Congestion heat map:
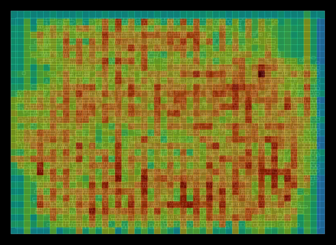
Wires at chosen ports, followed through buffers:
Bar = 100 um.
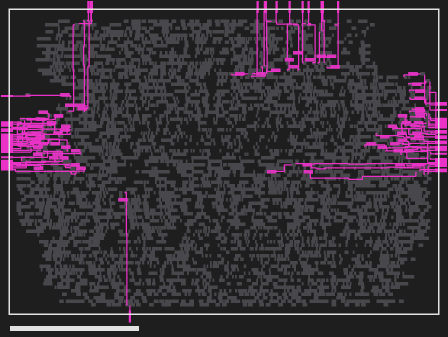
Clock network drawn from the DEF:
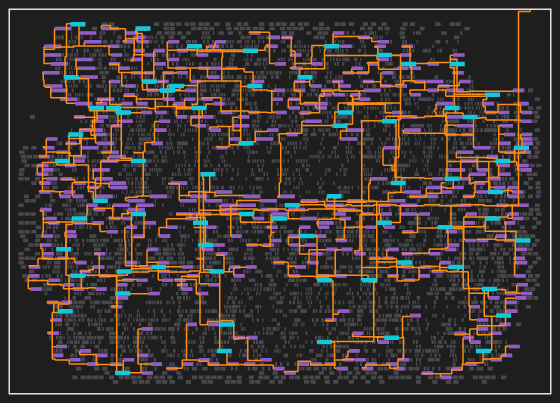
Metal 1:
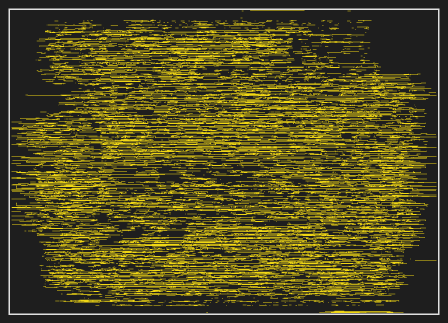
<file path="src/rtl/dnn_drv_pkg.sv">
// Shared types and constants for the DNNWeaver batch start/done driver.
package dnn_drv_pkg;

  typedef enum logic [2:0] {
    ST_IDLE   = 3'd0,
    ST_START  = 3'd1,
    ST_WAIT   = 3'd2,
    ST_GAP    = 3'd3,
    ST_FINISH = 3'd4
  } drv_state_t;

  localparam logic [1:0] CFG_NUM_RUNS = 2'd0;
  localparam logic [1:0] CFG_GAP      = 2'd1;
  localparam logic [1:0] CFG_TIMEOUT  = 2'd2;
  localparam logic [1:0] CFG_CLEAR    = 2'd3;

  localparam int DEF_CNT_W       = 64;
  localparam int DEF_RUN_W       = 16;
  localparam int DEF_GAP_W       = 16;
  localparam int DEF_START_PULSE = 1;

endpackage

</file>
<file path="src/rtl/dnn_lat_stats.sv">
// Per-run latency statistics: last, min, max and a total that saturates at all-ones.
module dnn_lat_stats
  import dnn_drv_pkg::*;
#(
  parameter int CNT_W = DEF_CNT_W
) (
  input  logic             clk,
  input  logic             rst,
  input  logic             clr,
  input  logic             smp_vld,
  input  logic [CNT_W-1:0] smp_lat,
  output logic [CNT_W-1:0] last_cycles,
  output logic [CNT_W-1:0] min_cycles,
  output logic [CNT_W-1:0] max_cycles,
  output logic [CNT_W-1:0] total_cycles
);

  function automatic logic [CNT_W-1:0] sat_add(input logic [CNT_W-1:0] a,
                                               input logic [CNT_W-1:0] b);
    logic [CNT_W:0] sum;
    sum = {1'b0, a} + {1'b0, b};
    return sum[CNT_W] ? '1 : sum[CNT_W-1:0];
  endfunction

  always_ff @(posedge clk) begin
    if (rst || clr) begin
      last_cycles  <= '0;
      min_cycles   <= '1;
      max_cycles   <= '0;
      total_cycles <= '0;
    end else if (smp_vld) begin
      last_cycles  <= smp_lat;
      total_cycles <= sat_add(total_cycles, smp_lat);
      if (smp_lat < min_cycles) min_cycles <= smp_lat;
      if (smp_lat > max_cycles) max_cycles <= smp_lat;
    end
  end

endmodule

</file>
<file path="src/rtl/dnn_bench_driver.sv">
// Batch start/done driver for the accelerator: repeated runs with optional gap,
// per-run timeout and latency statistics. Requires CNT_W >= RUN_W and CNT_W >= GAP_W.
module dnn_bench_driver
  import dnn_drv_pkg::*;
#(
  parameter int CNT_W       = DEF_CNT_W,
  parameter int RUN_W       = DEF_RUN_W,
  parameter int GAP_W       = DEF_GAP_W,
  parameter int START_PULSE = DEF_START_PULSE
) (
  input  logic             clk,
  input  logic             rst,
  input  logic             cfg_we,
  input  logic [1:0]       cfg_addr,
  input  logic [CNT_W-1:0] cfg_data,
  input  logic             go,
  output logic             acc_start,
  input  logic             acc_done,
  output logic             busy,
  output logic             batch_done,
  output logic             timeout_err,
  output logic [RUN_W-1:0] run_idx,
  output logic [CNT_W-1:0] last_cycles,
  output logic [CNT_W-1:0] min_cycles,
  output logic [CNT_W-1:0] max_cycles,
  output logic [CNT_W-1:0] total_cycles
);

  localparam int PULSE_W = $clog2(START_PULSE + 1);

  drv_state_t       state;
  logic [RUN_W-1:0] num_runs;
  logic [GAP_W-1:0] gap;
  logic [GAP_W-1:0] gap_cnt;
  logic [CNT_W-1:0] timeout;
  logic [CNT_W-1:0] lat_cnt;
  logic [CNT_W-1:0] lat_nxt;
  logic [PULSE_W-1:0] pulse_cnt;
  logic             is_idle;
  logic             cfg_clr;
  logic             smp_vld;
  logic             last_run;
  logic             to_hit;

  assign is_idle  = (state == ST_IDLE);
  assign lat_nxt  = lat_cnt + CNT_W'(1);
  assign cfg_clr  = is_idle && cfg_we && (cfg_addr == CFG_CLEAR);
  assign smp_vld  = (state == ST_WAIT) && acc_done;
  assign last_run = ((run_idx + RUN_W'(1)) == num_runs);
  assign to_hit   = (timeout != '0) && (lat_nxt == timeout);

  // Counters restart at each run start; reset only touches control and config state.
  always_ff @(posedge clk) begin
    if (rst) begin
      state       <= ST_IDLE;
      acc_start   <= 1'b0;
      busy        <= 1'b0;
      batch_done  <= 1'b0;
      timeout_err <= 1'b0;
      run_idx     <= '0;
      num_runs    <= RUN_W'(1);
      gap         <= '0;
      timeout     <= '0;
    end else begin
      if (is_idle && cfg_we) begin
        case (cfg_addr)
          CFG_NUM_RUNS: num_runs <= cfg_data[RUN_W-1:0];
          CFG_GAP:      gap      <= cfg_data[GAP_W-1:0];
          CFG_TIMEOUT:  timeout  <= cfg_data;
          default: begin
            run_idx     <= '0;
            timeout_err <= 1'b0;
          end
        endcase
      end

      case (state)
        ST_IDLE: begin
          if (go) begin
            run_idx     <= '0;
            timeout_err <= 1'b0;
            busy        <= 1'b1;
            if (num_runs == '0) begin
              state      <= ST_FINISH;
              batch_done <= 1'b1;
            end else begin
              state     <= ST_START;
              acc_start <= 1'b1;
              lat_cnt   <= '0;
              pulse_cnt <= PULSE_W'(1);
            end
          end
        end
        ST_START: begin
          lat_cnt <= lat_nxt;
          if (pulse_cnt == PULSE_W'(START_PULSE)) begin
            acc_start <= 1'b0;
            state     <= ST_WAIT;
          end else begin
            pulse_cnt <= pulse_cnt + PULSE_W'(1);
          end
        end
        ST_WAIT: begin
          lat_cnt <= lat_nxt;
          // A done on the timeout cycle still counts as a completed run.
          if (acc_done) begin
            run_idx <= run_idx + RUN_W'(1);
            if (last_run) begin
              state      <= ST_FINISH;
              batch_done <= 1'b1;
            end else if (gap == '0) begin
              state     <= ST_START;
              acc_start <= 1'b1;
              lat_cnt   <= '0;
              pulse_cnt <= PULSE_W'(1);
            end else begin
              state   <= ST_GAP;
              gap_cnt <= GAP_W'(1);
            end
          end else if (to_hit) begin
            timeout_err <= 1'b1;
            state       <= ST_FINISH;
            batch_done  <= 1'b1;
          end
        end
        ST_GAP: begin
          if (gap_cnt == gap) begin
            state     <= ST_START;
            acc_start <= 1'b1;
            lat_cnt   <= '0;
            pulse_cnt <= PULSE_W'(1);
          end else begin
            gap_cnt <= gap_cnt + GAP_W'(1);
          end
        end
        ST_FINISH: begin
          batch_done <= 1'b0;
          busy       <= 1'b0;
          state      <= ST_IDLE;
        end
        default: state <= ST_IDLE;
      endcase
    end
  end

  dnn_lat_stats #(
    .CNT_W(CNT_W)
  ) u_stats (
    .clk         (clk),
    .rst         (rst),
    .clr         ((is_idle && go) || cfg_clr),
    .smp_vld     (smp_vld),
    .smp_lat     (lat_nxt),
    .last_cycles (last_cycles),
    .min_cycles  (min_cycles),
    .max_cycles  (max_cycles),
    .total_cycles(total_cycles)
  );

endmodule

</file>
<file path="config.mk">
export PLATFORM = sky130hd
export DESIGN_NAME = dnn_bench_driver
export DESIGN_NICKNAME = d
export VERILOG_FILES = /design/src/rtl/dnn_drv_pkg.sv /design/src/rtl/dnn_lat_stats.sv /design/src/rtl/dnn_bench_driver.sv
export SDC_FILE = /design/constraint.sdc
export NUM_CORES = 1
export LEC_CHECK = 0
export ABC_AREA = 1
export ABC_CLOCK_PERIOD_IN_PS = 12000
export CORE_ASPECT_RATIO = 0.7
export CORE_MARGIN = 5
export CORE_UTILIZATION = 39
export CTS_CLUSTER_SIZE = 8
export DETAILED_ROUTE_END_ITERATION = 6
export GPL_TIMING_DRIVEN = 1
export PLACE_DENSITY = 0.62
export SLEW_MARGIN = 10
export SYNTH_ARGS = -nofsm -noshare
export SYNTH_HDL_FRONTEND = slang
export SYNTH_SLANG_ARGS = --single-unit
</file>
<file path="constraint.sdc">
create_clock -name clk -period 12 [get_ports clk]
set_clock_uncertainty 0.1 [all_clocks]
set_input_delay 2.4 -clock clk [delete_from_list [all_inputs] [get_ports clk]]
set_output_delay 2.4 -clock clk [all_outputs]
set_load 0.01 [all_outputs]
</file>
==> impl_report.txt <==
FLOW METRICS REPORT
----------------------------------------------------
[Outcome]
  Status ........................ finished, final reports clean

[Layout]
  Area growth from synthesis to layout ........................ 22.4%
  Net count, final ........................ 4687
  Fin area ........................ 34800 sq um
  Multi-input combinational cell area ........................ 15800 sq um
  Most frequent logic cell in the layout ........................ sky130_fd_sc_hd__nand2_1
  Layout cells sized above 1 ........................ 0.0396

[Setup path]
  Worst-path cell with the longest stage delay ........................ sky130_fd_sc_hd__buf_4
  Buf/Inv on CP ........................ 4
  Worst R2R End ........................ u_stats.max_cycles[6]
  Number of cells on the critical path ........................ 19
  Required time reported for the critical path endpoint ........................ 12.35 ns
  Type of the worst setup path ........................ reg2reg
  Reg-to-reg critical path startpoint ........................ lat_cnt[0]
  Largest stage delay on the critical path ........................ 0.60 ns
  Critical-path cell list ........................ inv_2 > nor2_4 > nand2_4 > nor2_2 > nand2_1 > nor2_1 > inv_1 > nand2_1 > nand2_1 > ha_1 > nand2_1 > or4_1 > nor2_1 > a31oi_1 > nand2_4 > buf_4 > inv_1 > nand2_1 > a21oi_1
  Most numerous cell on the critical path ........................ sky130_fd_sc_hd__nand2_1

[Synth]
  Register bit total from synthesis ........................ 455
  Synth cell count leaders ........................ 860 x sky130_fd_sc_hd__nand2_1, 594 x sky130_fd_sc_hd__inv_1, 382 x sky130_fd_sc_hd__nor2_1, 375 x sky130_fd_sc_hd__dfxtp_1, 362 x sky130_fd_sc_hd__a21oi_1
  Async SR Flop Fraction ........................ 0
  Post-synthesis cell type count ........................ approximately 56
  Number of flops mapped to enable cells by yosys ........................ 80
  Most area-hungry cell type in the Yosys netlist ........................ sky130_fd_sc_hd__dfxtp_1
  Number of cell instances after yosys synthesis ........................ between 4k and 5k
  Chip area from the yosys synthesis statistics ........................ between 20000 and 30000 sq um
  Fraction of synthesized cell area taken by the top area cell type ........................ 0.264
  Cell count after synthesis ........................ 4102
  Post-synthesis sequential area ratio ........................ 0.349

[STA]
  Setup repair after global routing missed its margin ........................ no
  Hold Vio Cnt, Final ........................ 0
  Headroom to the max-slew limit ........................ 0.135
  Peak clock frequency supported by timing ........................ 175 MHz
  Total setup violations reported at the end of the flow ........................ 0
  Final total negative setup slack ........................ 0 ns
  Post-layout min period ........................ 5.71 ns
  Fraction of the cycle the final worst path needs ........................ 0.476

[Clock tree]
  Clock tree from TritonCTS ........................ yes
  Maximum clock insertion buffer count ........................ 3
  Setup repair bufs after CTS ........................ 0
  Total clock buffers created by CTS ........................ 67
  CTS root buffer ........................ sky130_fd_sc_hd__clkbuf_16
  Quantity of gates resized following cts ........................ 0
  Maximum level of the CTS H-tree ........................ 3
  Hold-fix buffers at CTS ........................ 0

[Run]
  Max-Cap Viols ........................ 0
  Stage-log warning count ........................ 29

[Placement]
  Worst Setup Slack post-DPL ........................ 6.03 ns
  Detailed placement HPWL ........................ 89400 um

[Power and ir drop]
  Max IR drop VDD ........................ ~0.17 mV
  Leakage ........................ between 15 and 20 nW
  Part of the power in registers ........................ 0.310
  Proportion of total power due to net switching ........................ 0.432
  Combinational group share of total power ........................ 0.430

[Min path]
  Hold worst-path end ........................ u_stats.last_cycles[2]
  Beginning of the worst hold path ........................ u_stats.last_cycles[2]
  Classification of the worst-slack hold path ........................ reg2reg

[Die]
  Die Span X ........................ ~330 um
  Die Y ........................ 236 um
  Core ar. ........................ 71900 sq um
  Number of placement rows ........................ 82

[Route]
  First DRT Iteration DRCs ........................ 2879
  Vias per Instance ........................ around 5.3
  DR DRC count ........................ 0

[Global routing]
  Sum of overflow across all layers after global routing ........................ 0
  Wire length of the first global-routing pass ........................ 169000 um
  Via count of the first global-routing pass ........................ 26.4k

----------------------------------------------------
Notes on 'congestion heat map' above:
detail-routed net length per standard cell: 21.2 um
share of the core filled with cells in the final layout: 0.484

Notes on 'wires at chosen ports, followed through buffers' above:
legend:
  last_cycles:
    colour: magenta
    direction: output
    end_cells: 64
    buffers: 64
    wire: 3230 um
number of I/O pins: 347
Port Buffers: 346

Notes on 'clock network drawn from the DEF' above:
legend:
  clock drivers:
    colour: cyan
    count: 67
  flip-flops:
    colour: purple
    count: 455
  clock wires:
    colour: orange
    length: 7590 um
flops lie: spread over the die
routed clock nets: 68
part of the power in the clock network: 0.260
clock network power: 1.80 mW
insertion delay at the late pin of the worst-skew pair: 0.61 ns

Notes on 'metal 1' above:
wire length on this layer: 54.9 mm
share of all routed wire: 48%
wirelength, routed: 115000 um
routed via count: 28.8k
met1 track demand over resource in global routing: 0.418

==> kinds of logic (layout without fill, tap and decap cells) <==
logic type / Yosys count / in the layout / share of synthesized area
simple gates: 1732 / 1732 / 0.260
fa+ha+maj: 196 / 196 / 0.0866
flops: 455 / 455 / 0.349
buf+inv: 729 / 1077 / 0.0976
compound gates: 896 / 896 / 0.173
xor+xnor: 94 / 94 / 0.0340
==> power by group through the flow <==
stage               logic (mW)  clock network [mW]  registers (mW)
floorplan                 1.85                   0            2.12
global placement          2.92                   0            2.18
detailed placement        2.94                   0            2.18
CTS                       2.95                1.84            2.15
global route              3.32                1.89            2.18
finish                    2.99                1.80            2.15
==> per-stage QoR <==
step                      hold slack (ns)  utilization  std cells
after CTS                           0.366        0.484       5416
after global placement              0.348        0.457       5317
final                               0.373        0.484       5416
after detailed placement            0.355        0.457       5317
after floorplan                     0.345            -       4102
after global routing                0.398        0.484       5416
==> flip-flops by register name (all words and copies together), names as in the netlist <==
name	flops
u_stats.total_cycles	64
gap	16
num_runs	16
timeout_err	1
u_stats.max_cycles	64
acc_start	1
run_idx	16
timeout	64
gap_cnt	16
batch_done	1
state	3
u_stats.min_cycles	64
u_stats.last_cycles	64
busy	1
lat_cnt	64
==> final cells by class <==
cell class                      instances  area share
Clock buffer                           98      0.0549
Clock inverter                          1    0.000252
Inverter                              602      0.0653
Multi-Input combinational cell       2918       0.454
Sequential cell                       455       0.285
Tap cell                              966      0.0348
Timing Repair Buffer                  376       0.106
==> routing by layer <==
metal / track usage / wire length (um)
met1: 0.418 / 54900
met2: 0.399 / 46200
met3: 0.0691 / 10400
met4: 0.0781 / 3190
met5: 0 / 7
No activity file was given, so power comes from the tool's default toggle rates.
